final_placement.png
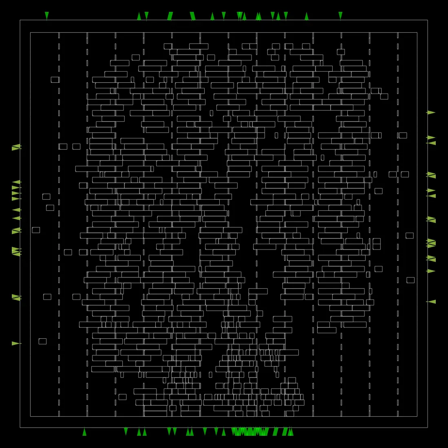
wire_density.png
Bar = 50 um. 40 x 40 tiles, from black (low) to pale yellow (high), scaled to the fullest tile. Values are wire area over tile area, all layers added.
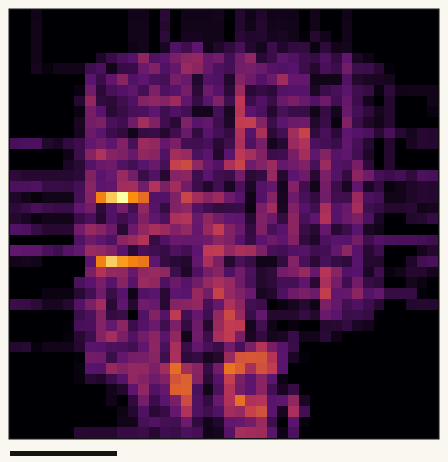
==> config.mk <==
export PLATFORM = sky130hd
export DESIGN_NAME = dma_stream_fifo
export DESIGN_NICKNAME = d
export VERILOG_FILES = /design/src/rtl/dma_stream_fifo.sv
export SDC_FILE = /design/constraint.sdc
export NUM_CORES = 1
export LEC_CHECK = 0
export CORE_MARGIN = 5
export CORE_UTILIZATION = 30
export CTS_CLUSTER_DIAMETER = 40
export DETAILED_ROUTE_END_ITERATION = 8
export HOLD_SLACK_MARGIN = 0.02
export PLACE_DENSITY = 0.56
export SLEW_MARGIN = 10
export SYNTH_ARGS = -nofsm -noshare
export SYNTH_HDL_FRONTEND = slang
export SYNTH_SLANG_ARGS = --single-unit
==> constraint.sdc <==
create_clock -name clk -period 10 [get_ports clk]
set_input_delay 2 -clock clk [delete_from_list [all_inputs] [get_ports clk]]
set_output_delay 2 -clock clk [all_outputs]
set_load 0.01 [all_outputs]
==> impl_metrics.csv <==
group,metric,value,unit
synth,yosysTopAreaCell,"edfxtp_1",
synth,synth_flop_count,268,
route,first_pass_iters,4,
synth,synth.most_common_cell,"edfxtp_1",
final_timing,finalSetupViolCount,0,
power,internal_power,2.56,mW
synth,ys_types,42,
synth,yosys.area.top_type_share,0.716,
clock_tree,numCtsBuffers,34,
place,place_congestion,0.669,
synth,top_cells_by_count,"256 x edfxtp_1, 64 x mux4_2, 48 x nor2_1",
worst_hold_path,hold_depth,2,
route,initialDrtViolationCount,219,
synth,ys_cells,521,
floorplanning,initCoreUtil,0.303,
global_route,grt_pass1_vias,5728,
floorplanning,ios,87,
setup_path,critPathKind,"primary input to output pin",
power,p_clk_frac,0.383,
global_route,grt_max_degree,67,
worst_hold_path,hp-class,"flop to flop",
power,p_sw,922,uW
synth,yosys_area,10700,um^2
synth,async_reset_ff_frac,0.0448,
synth,topCellsByArea,"edfxtp_1 72%, mux4_2 13%, mux2i_1 3.4%, dfrtp_1 2.8%, nor2_1 1.7%",
clock_tree,clk_pin_slew_worst_paths,0.05,ns
synth,edf_count,256,
synth,synthCells,521,
setup_path,crit_chain,"clkdlybuf4s50_1, inv_1, ha_1, nor2b_1, o21a_1, o21a_1, o21ai_0, clkdlybuf4s50_1",
clock_tree,cts_resized,0,
run_status,outcome,"complete, no violations",
floorplanning,core,35500,um^2
final_timing,fmax,169,MHz
final_timing,fin_skew,0.0286,ns
place,portBuffers,86,
clock_tree,cts_tree,"yes",
setup_path,required,8.00,ns
floorplanning,die_h,199,um
clock_tree,postCtsSetupBuffers,0,
clock_tree,clock_sinks,268,
clock_tree,htree_levels,2,
synth,synth-main-ff-cell,"edfxtp_1",
final_timing,finalCritPeriodShare,0.591,
setup_path,r2r_setup_slack,6.64,ns
setup_path,slowest_stage,"clkdlybuf4s50_1",
finish,synthToLayoutAreaGrowth,25.3,%
final_timing,hold_viol_final,0,
clock_tree,cts-root-buf,"clkbuf_16",
setup_path,r2r_cells,11,
final_timing,fin_tns_setup,0,ns
power,p_per_area,259,nW/um^2
route,via_per_inst,4.65,
run,drv_cap,0,
floorplanning,std_cell_rows,69,
floorplanning,die_w,199,um
synth,syn-num-nets,581,
finish,layout-drive-gt1-share,0.232,
synth,synth_area_per_cell,20.6,um^2
clock_tree,clk_latency,0.50,ns
power,p_leak,4.28,nW
clock_tree,holdBufCountCts,0,
final_timing,slew_viol_final,0,
power,p_seq_frac,0.388,
final_timing,max_slew_margin,0.340,
clock_tree,clk_path_buf_depth,3,
power,p_total,3.49,mW
setup_path,worst_path_largest_cell_delay,0.56,ns
setup_path,end_kind,"output pin",
route,drc,0,
run,warning_count,26,
route,antenna_left,0,
synth,synth_warnings,0,
setup_path,crit_path_start_kind,"primary input",
final_timing,tightest_slew,0.990,ns
finish,nets,689,
final_timing,whs,0.500,ns
setup_path,cp.arrival,3.91,ns
final_timing,fin_crit,5.91,ns
place,dpl_cell_area,12200,um^2
power,p_sw_frac,0.265,
finish,design_area,13500,um^2
place,hpwl,13000,um
power,vdd_ir_drop_max,118,uV
final_timing,rsz0062_at_grt,"false",
global_route,grt_overflow,0,
global_route,antenna_found_initial,3,
-- final_placement.png (at the start) --
Finished Layout Cells: 1117
Seq/total area: 0.594

-- wire_density.png (at the start) --
fullest tile = 0.57
emptiest ninth of the die = bottom right
nearly empty tiles = 28%
Routed WL: 22900 um
All-Layer GR Usage: 0.118
Vias: 5194
Avg WL per Cell: 20.5 um

-- worst max-delay path: cells and delay by family --
family,cells,cell delay [ns]
compound gates,3,0.45
fa+ha+maj,1,0.27
buf+inv,3,1.05
simple gates,1,0.13
-- power by group through the flow --
stage               Combinational, mW  Clock, mW  Sequential, mW
floorplan                       0.510          0            1.32
global placement                0.807          0            1.37
detailed placement              0.818          0            1.38
CTS                             0.823       1.37            1.36
global route                    0.871       1.42            1.36
finish                          0.799       1.34            1.35
-- through the flow --
step | setup WS, ns | cells | utilization
finish | 4.09 | 1117 | 0.379
CTS | 4.07 | 1115 | 0.379
global placement | 4.08 | 1054 | 0.343
global route | 3.94 | 1116 | 0.379
detailed placement | 4.06 | 1054 | 0.343
floorplan | 4.69 | 521 | -
-- kinds of logic after synthesis --
logic type | after synthesis | share of synthesized area
flip-flops | 268 | 0.744
XOR/XNOR | 2 | 0.00163
multiplexers | 100 | 0.168
AND/OR/NAND/NOR | 79 | 0.0355
adder cells (fa/ha/maj) | 15 | 0.0182
buffers and inverters | 36 | 0.0183
AND-OR/OR-AND | 21 | 0.0151
-- placed cells by master, fill, tap and decap left out, drive strengths merged --
master / n
a211oi: 2
a21o: 3
a21oi: 9
a41oi: 1
and2: 1
and3: 1
buf: 11
bufinv: 8
clkbuf: 38
clkdlybuf4s50: 86
clkinv: 8
clkinvlp: 1
dfrtp: 12
diode: 2
edfxtp: 256
fa: 1
ha: 14
inv: 17
mux2i: 36
mux4: 64
nand2: 8
nand2b: 4
nand3: 2
nand4: 1
nand4b: 1
nor2: 49
nor2b: 1
nor3: 3
nor4b: 1
o21a: 2
o21ai: 3
o311a: 1
or3: 4
or3b: 2
or4b: 1
xnor2: 2
-- layer usage --
layer  vias to the layer above  track usage  part of all wire
met5                         -            0            0.0017
met2                        96        0.206              0.52
met3                        44       0.0290             0.047
met4                         4       0.0377             0.026
met1                      2707        0.144              0.41
li1                       2343            -                 -
-- area by class of cell --
| class | instances | area, um^2 |
|---|---|---|
| Clock buffer | 38 | 887 |
| Tap cell | 461 | 577 |
| Multi-Input combinational cell | 217 | 2620 |
| Inverter | 11 | 43.8 |
| Timing Repair Buffer | 97 | 943 |
| Sequential cell | 268 | 8000 |
| Fill cell | 3189 | 22000 |
| Clock inverter | 23 | 390 |
| Antenna cell | 2 | 5.00 |
Power and IR drop assume default switching activity.
